$ cat src/rtl/cpu_pkg.sv
// Shared CPU definitions: register-file geometry and common word types.
// Imported by the writeback stage and the EX forwarding logic.
package cpu_pkg;

  localparam int DATA_W    = 32;
  localparam int REG_IDX_W = 5;
  localparam int REG_ZERO  = 0;
  localparam int LINK_REG  = 31;

  typedef logic [REG_IDX_W-1:0] reg_idx_t;
  typedef logic [DATA_W-1:0]    word_t;

endpackage

$ cat src/rtl/wb_select.sv
// Writeback selection: data, destination and write strobe from MEM/WB.
// Shared with EX forwarding so the destination rules live in one place.
module wb_select #(
  parameter int DATA_W   = cpu_pkg::DATA_W,
  parameter int LINK_REG = cpu_pkg::LINK_REG
) (
  input  logic              enable,
  input  logic              iRegWrite,
  input  logic              iMemToReg,
  input  logic              iJumps,
  input  logic [DATA_W-1:0] iReadData,
  input  logic [DATA_W-1:0] iResult,
  input  cpu_pkg::reg_idx_t iRegDest,
  output logic [DATA_W-1:0] wbData,
  output cpu_pkg::reg_idx_t wbDest,
  output logic              wbWrite
);

  import cpu_pkg::*;

  localparam reg_idx_t LinkIdx = reg_idx_t'(LINK_REG);
  localparam reg_idx_t ZeroIdx = reg_idx_t'(REG_ZERO);

  // Jump-and-link wins over the load select.
  always_comb begin
    wbDest = iJumps ? LinkIdx : iRegDest;
    wbData = iResult;
    if (!iJumps && iMemToReg)
      wbData = iReadData;
    wbWrite = enable
            & (iRegWrite | iJumps)
            & (wbDest != ZeroIdx);
  end

endmodule

$ cat src/rtl/wb_regfile.sv
// Writeback stage and architectural register file with write-first
// bypass on both read ports, plus a retired-instruction counter.
module wb_regfile #(
  parameter int DATA_W   = cpu_pkg::DATA_W,
  parameter int NREGS    = 32,
  parameter int LINK_REG = cpu_pkg::LINK_REG,
  parameter int CNT_W    = 32
) (
  input  logic              clock,
  input  logic              reset,
  input  logic              enable,
  input  logic              iRegWrite,
  input  logic              iMemToReg,
  input  logic              iJumps,
  input  logic [DATA_W-1:0] iIR,
  input  logic [DATA_W-1:0] iReadData,
  input  logic [DATA_W-1:0] iResult,
  input  cpu_pkg::reg_idx_t iRegDest,
  input  cpu_pkg::reg_idx_t rsAddr,
  input  cpu_pkg::reg_idx_t rtAddr,
  output logic [DATA_W-1:0] rsData,
  output logic [DATA_W-1:0] rtData,
  output logic [DATA_W-1:0] wbData,
  output cpu_pkg::reg_idx_t wbDest,
  output logic              wbWrite,
  output logic [CNT_W-1:0]  retired
);

  import cpu_pkg::*;

  localparam reg_idx_t ZeroIdx = reg_idx_t'(REG_ZERO);

  logic [DATA_W-1:0] regs [NREGS];
  logic              selEn;

  // Reset blocks the strobe so a pending write cannot land.
  assign selEn = enable & ~reset;

  wb_select #(
    .DATA_W  (DATA_W),
    .LINK_REG(LINK_REG)
  ) u_sel (
    .enable   (selEn),
    .iRegWrite(iRegWrite),
    .iMemToReg(iMemToReg),
    .iJumps   (iJumps),
    .iReadData(iReadData),
    .iResult  (iResult),
    .iRegDest (iRegDest),
    .wbData   (wbData),
    .wbDest   (wbDest),
    .wbWrite  (wbWrite)
  );

  always_ff @(posedge clock or posedge reset) begin
    if (reset) begin
      for (int i = 0; i < NREGS; i++)
        regs[i] <= '0;
    end else if (wbWrite) begin
      regs[wbDest] <= wbData;
    end
  end

  always_ff @(posedge clock or posedge reset) begin
    if (reset)
      retired <= '0;
    else if (enable && iIR != '0)
      retired <= retired + CNT_W'(1);
  end

  always_comb begin
    rsData = '0;
    if (!reset && rsAddr != ZeroIdx) begin
      if (wbWrite && rsAddr == wbDest)
        rsData = wbData;
      else
        rsData = regs[rsAddr];
    end
  end

  always_comb begin
    rtData = '0;
    if (!reset && rtAddr != ZeroIdx) begin
      if (wbWrite && rtAddr == wbDest)
        rtData = wbData;
      else
        rtData = regs[rtAddr];
    end
  end

endmodule

$ cat config.mk
export PLATFORM = sky130hd
export DESIGN_NAME = wb_regfile
export DESIGN_NICKNAME = d
export VERILOG_FILES = /design/src/rtl/cpu_pkg.sv /design/src/rtl/wb_select.sv /design/src/rtl/wb_regfile.sv
export SDC_FILE = /design/constraint.sdc
export NUM_CORES = 2
export LEC_CHECK = 0
export CAP_MARGIN = 25
export CORE_MARGIN = 1.5
export CORE_UTILIZATION = 30
export CTS_BUF_LIST = sky130_fd_sc_hd__clkbuf_2 sky130_fd_sc_hd__clkbuf_4 sky130_fd_sc_hd__clkbuf_8
export CTS_CLUSTER_DIAMETER = 30
export DETAILED_ROUTE_END_ITERATION = 8
export PLACE_DENSITY_LB_ADDON = 0.08
export SYNTH_ARGS = -nofsm -noshare
export SYNTH_HDL_FRONTEND = slang
export SYNTH_SLANG_ARGS = --single-unit
$ cat constraint.sdc
create_clock -name clock -period 96.9 [get_ports clock]
set_input_delay 9.69 -clock clock [delete_from_list [all_inputs] [get_ports clock]]
set_output_delay 9.69 -clock clock [all_outputs]
set_load 0.01 [all_outputs]
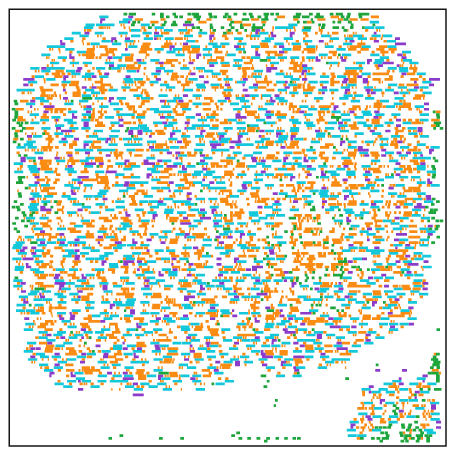
**Above:** cell classes on the final placement.
(1 px per um)
Orange stands for remaining logic cells, cells 3569, share of their area 42%. Purple stands for clock drivers and dummy loads, cells 552, share of their area 11%. Cyan stands for registers, cells 1056, share of their area 40%. Green stands for remaining buffers and delay cells, cells 439, share of their area 6.3%.
Final Core Density: 0.369
Non-Filler Cell Area, Final: 68400 sq um
Site Rows: 158
core footprint: 185000 sq um

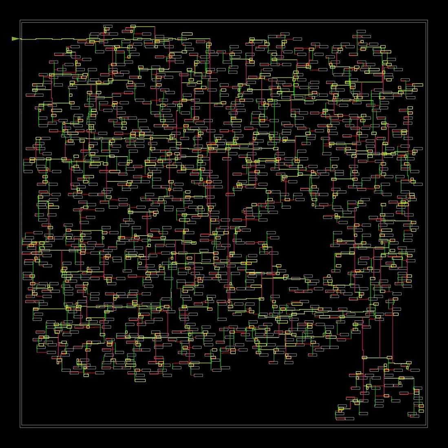
**Above:** clock routing.
latest clock arrival within the worst-skew pair: 970 ps
Worst Clk Skew: 12.2 ps
total clock buffers created by CTS: 322

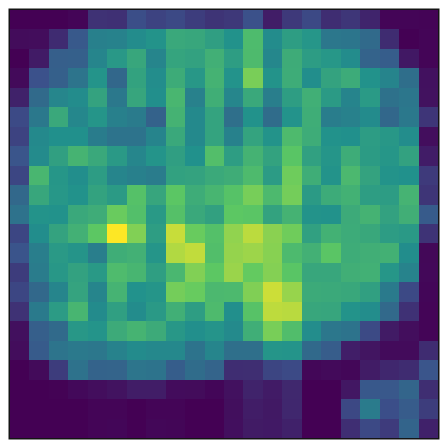
**Above:** signal metal coverage by tile.
22 x 22 tiles, from dark purple (low) to yellow (high), scaled to the fullest tile. Values are wire area over tile area, all layers added.
The fullest tile reaches 0.51. The mean over all tiles is 0.21. 10% of the tiles are nearly empty.

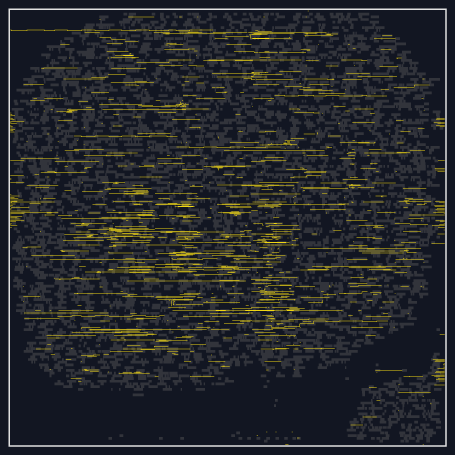
**Above:** M3 wires.
(1 px per um)
464 nets have wire on it. The layer carries 14600 um of wire. The longest straight run is 170 um. The wires run mostly horizontal. The layer holds 5.8% of the routed length.
drt total wl: 251 mm
met3 track demand over resource in global routing: 0.0426

==> flow_results.xml <==
<?xml version="1.0" encoding="UTF-8"?>
<metrics>
  <group name="outcome">
    <metric name="status" unit="">finished, final reports clean</metric>
  </group>
  <group name="critical_path">
    <metric name="timing.reg2reg.setup_slack" unit="ps">94460</metric>
    <metric name="worst-setup-path-type" unit="">in -&gt; out</metric>
    <metric name="regToRegStartpoint" unit="">retired[9]</metric>
    <metric name="end_kind" unit="">output pin</metric>
    <metric name="cp-startpoint" unit="">rsAddr[0]</metric>
    <metric name="worstPathMaxFanout" unit="">48</metric>
    <metric name="cp_num_cells" unit="">10</metric>
    <metric name="timing.critical_path.from_type" unit="">primary input</metric>
    <metric name="cp_common_cell" unit="">buf_4</metric>
  </group>
  <group name="routing">
    <metric name="dr.pass1.iters" unit="">5</metric>
    <metric name="detail_route_met2_wl" unit="mm">115</metric>
    <metric name="drtAntennaViolNets" unit="">0</metric>
    <metric name="route.detailed.wl_per_inst" unit="um">31.0</metric>
  </group>
  <group name="layout">
    <metric name="lay_top_cells" unit="">dfrtp_1 (1056), nor2_1 (611), a21oi_1 (594)</metric>
    <metric name="layout.clock_buffers" unit="">440</metric>
    <metric name="layout.non_clock_inverters" unit="">43</metric>
    <metric name="layout.buffer.nonclock.area_share" unit="">0.0603</metric>
    <metric name="antennaDiodeCount" unit="">6</metric>
    <metric name="clock_area_frac" unit="">0.107</metric>
  </group>
  <group name="worst_hold_path">
    <metric name="hold_path_startpoint" unit="">regs[1012]</metric>
    <metric name="holdPathEnd" unit="">regs[1012]</metric>
    <metric name="worstHoldPathCells" unit="">0</metric>
  </group>
  <group name="floorplanning">
    <metric name="die_w" unit="um">435</metric>
    <metric name="n_tap_cell" unit="">2480</metric>
    <metric name="floorplan.core_util" unit="">0.302</metric>
    <metric name="fp.dieArea" unit="sq um">189000</metric>
  </group>
  <group name="clock_tree">
    <metric name="clock_sinks" unit="">1056</metric>
    <metric name="cts_hold_repair.buffers" unit="">0</metric>
    <metric name="post_cts_resized" unit="">0</metric>
  </group>
  <group name="synth">
    <metric name="synth_async_sr_flop_share" unit="">1.00</metric>
    <metric name="mux_share" unit="">0.227</metric>
    <metric name="topCombFamilyByArea" unit="">multiplexers</metric>
    <metric name="max_area_cell_share" unit="">0.472</metric>
    <metric name="tally_of_yosys_warning_messages" unit="">0</metric>
    <metric name="synthesis.area_per_instance" unit="sq um">10.8</metric>
    <metric name="postSynthNetCount" unit="">5292</metric>
    <metric name="synth-area-yosys" unit="sq um">56000</metric>
  </group>
  <group name="timing">
    <metric name="max_freq" unit="GHz">0.0410</metric>
    <metric name="timing.final.max_slew_violations" unit="">0</metric>
    <metric name="hold_viol" unit="">0</metric>
    <metric name="finalCriticalPeriod" unit="ps">24390</metric>
    <metric name="setup_repair_after_global_routing_missed_its_margin" unit="">no</metric>
  </group>
  <group name="pwr">
    <metric name="switching_share" unit="">0.277</metric>
    <metric name="cell_internal_pwr" unit="W">0.00107</metric>
    <metric name="power_switching" unit="W">0.000409</metric>
    <metric name="comb-power" unit="W">0.000212</metric>
  </group>
  <group name="global_routing">
    <metric name="grt_antenna_before_repair" unit="">19</metric>
  </group>
</metrics>
[synth_stat cells (all sizes together) (34+ instances only)]
| cell type | instances |
|---|---|
| a21oi | 595 |
| mux4 | 427 |
| mux2 | 122 |
| clkbuf | 308 |
| nor3 | 82 |
| o22ai | 166 |
| inv | 43 |
| buf | 241 |
| mux2i | 173 |
| nor2 | 617 |
| o21ai | 461 |
| dfrtp | 1056 |
| o31ai | 34 |
| nand2 | 494 |
| nand3 | 36 |
| a211oi | 43 |
[metrics by stage]
stage	utilization	hold slack (ps)	total power (W)	instance area, sq um
finish	0.369	392	0.00148	68400
global route	0.369	409	0.00154	68400
CTS	0.368	393	0.00149	68200
detailed placement	0.328	383	0.000750	60900
global placement	0.328	379	0.000747	60800
floorplan	-	441	0.000669	56000
Power is estimated from default activity; no workload was simulated.
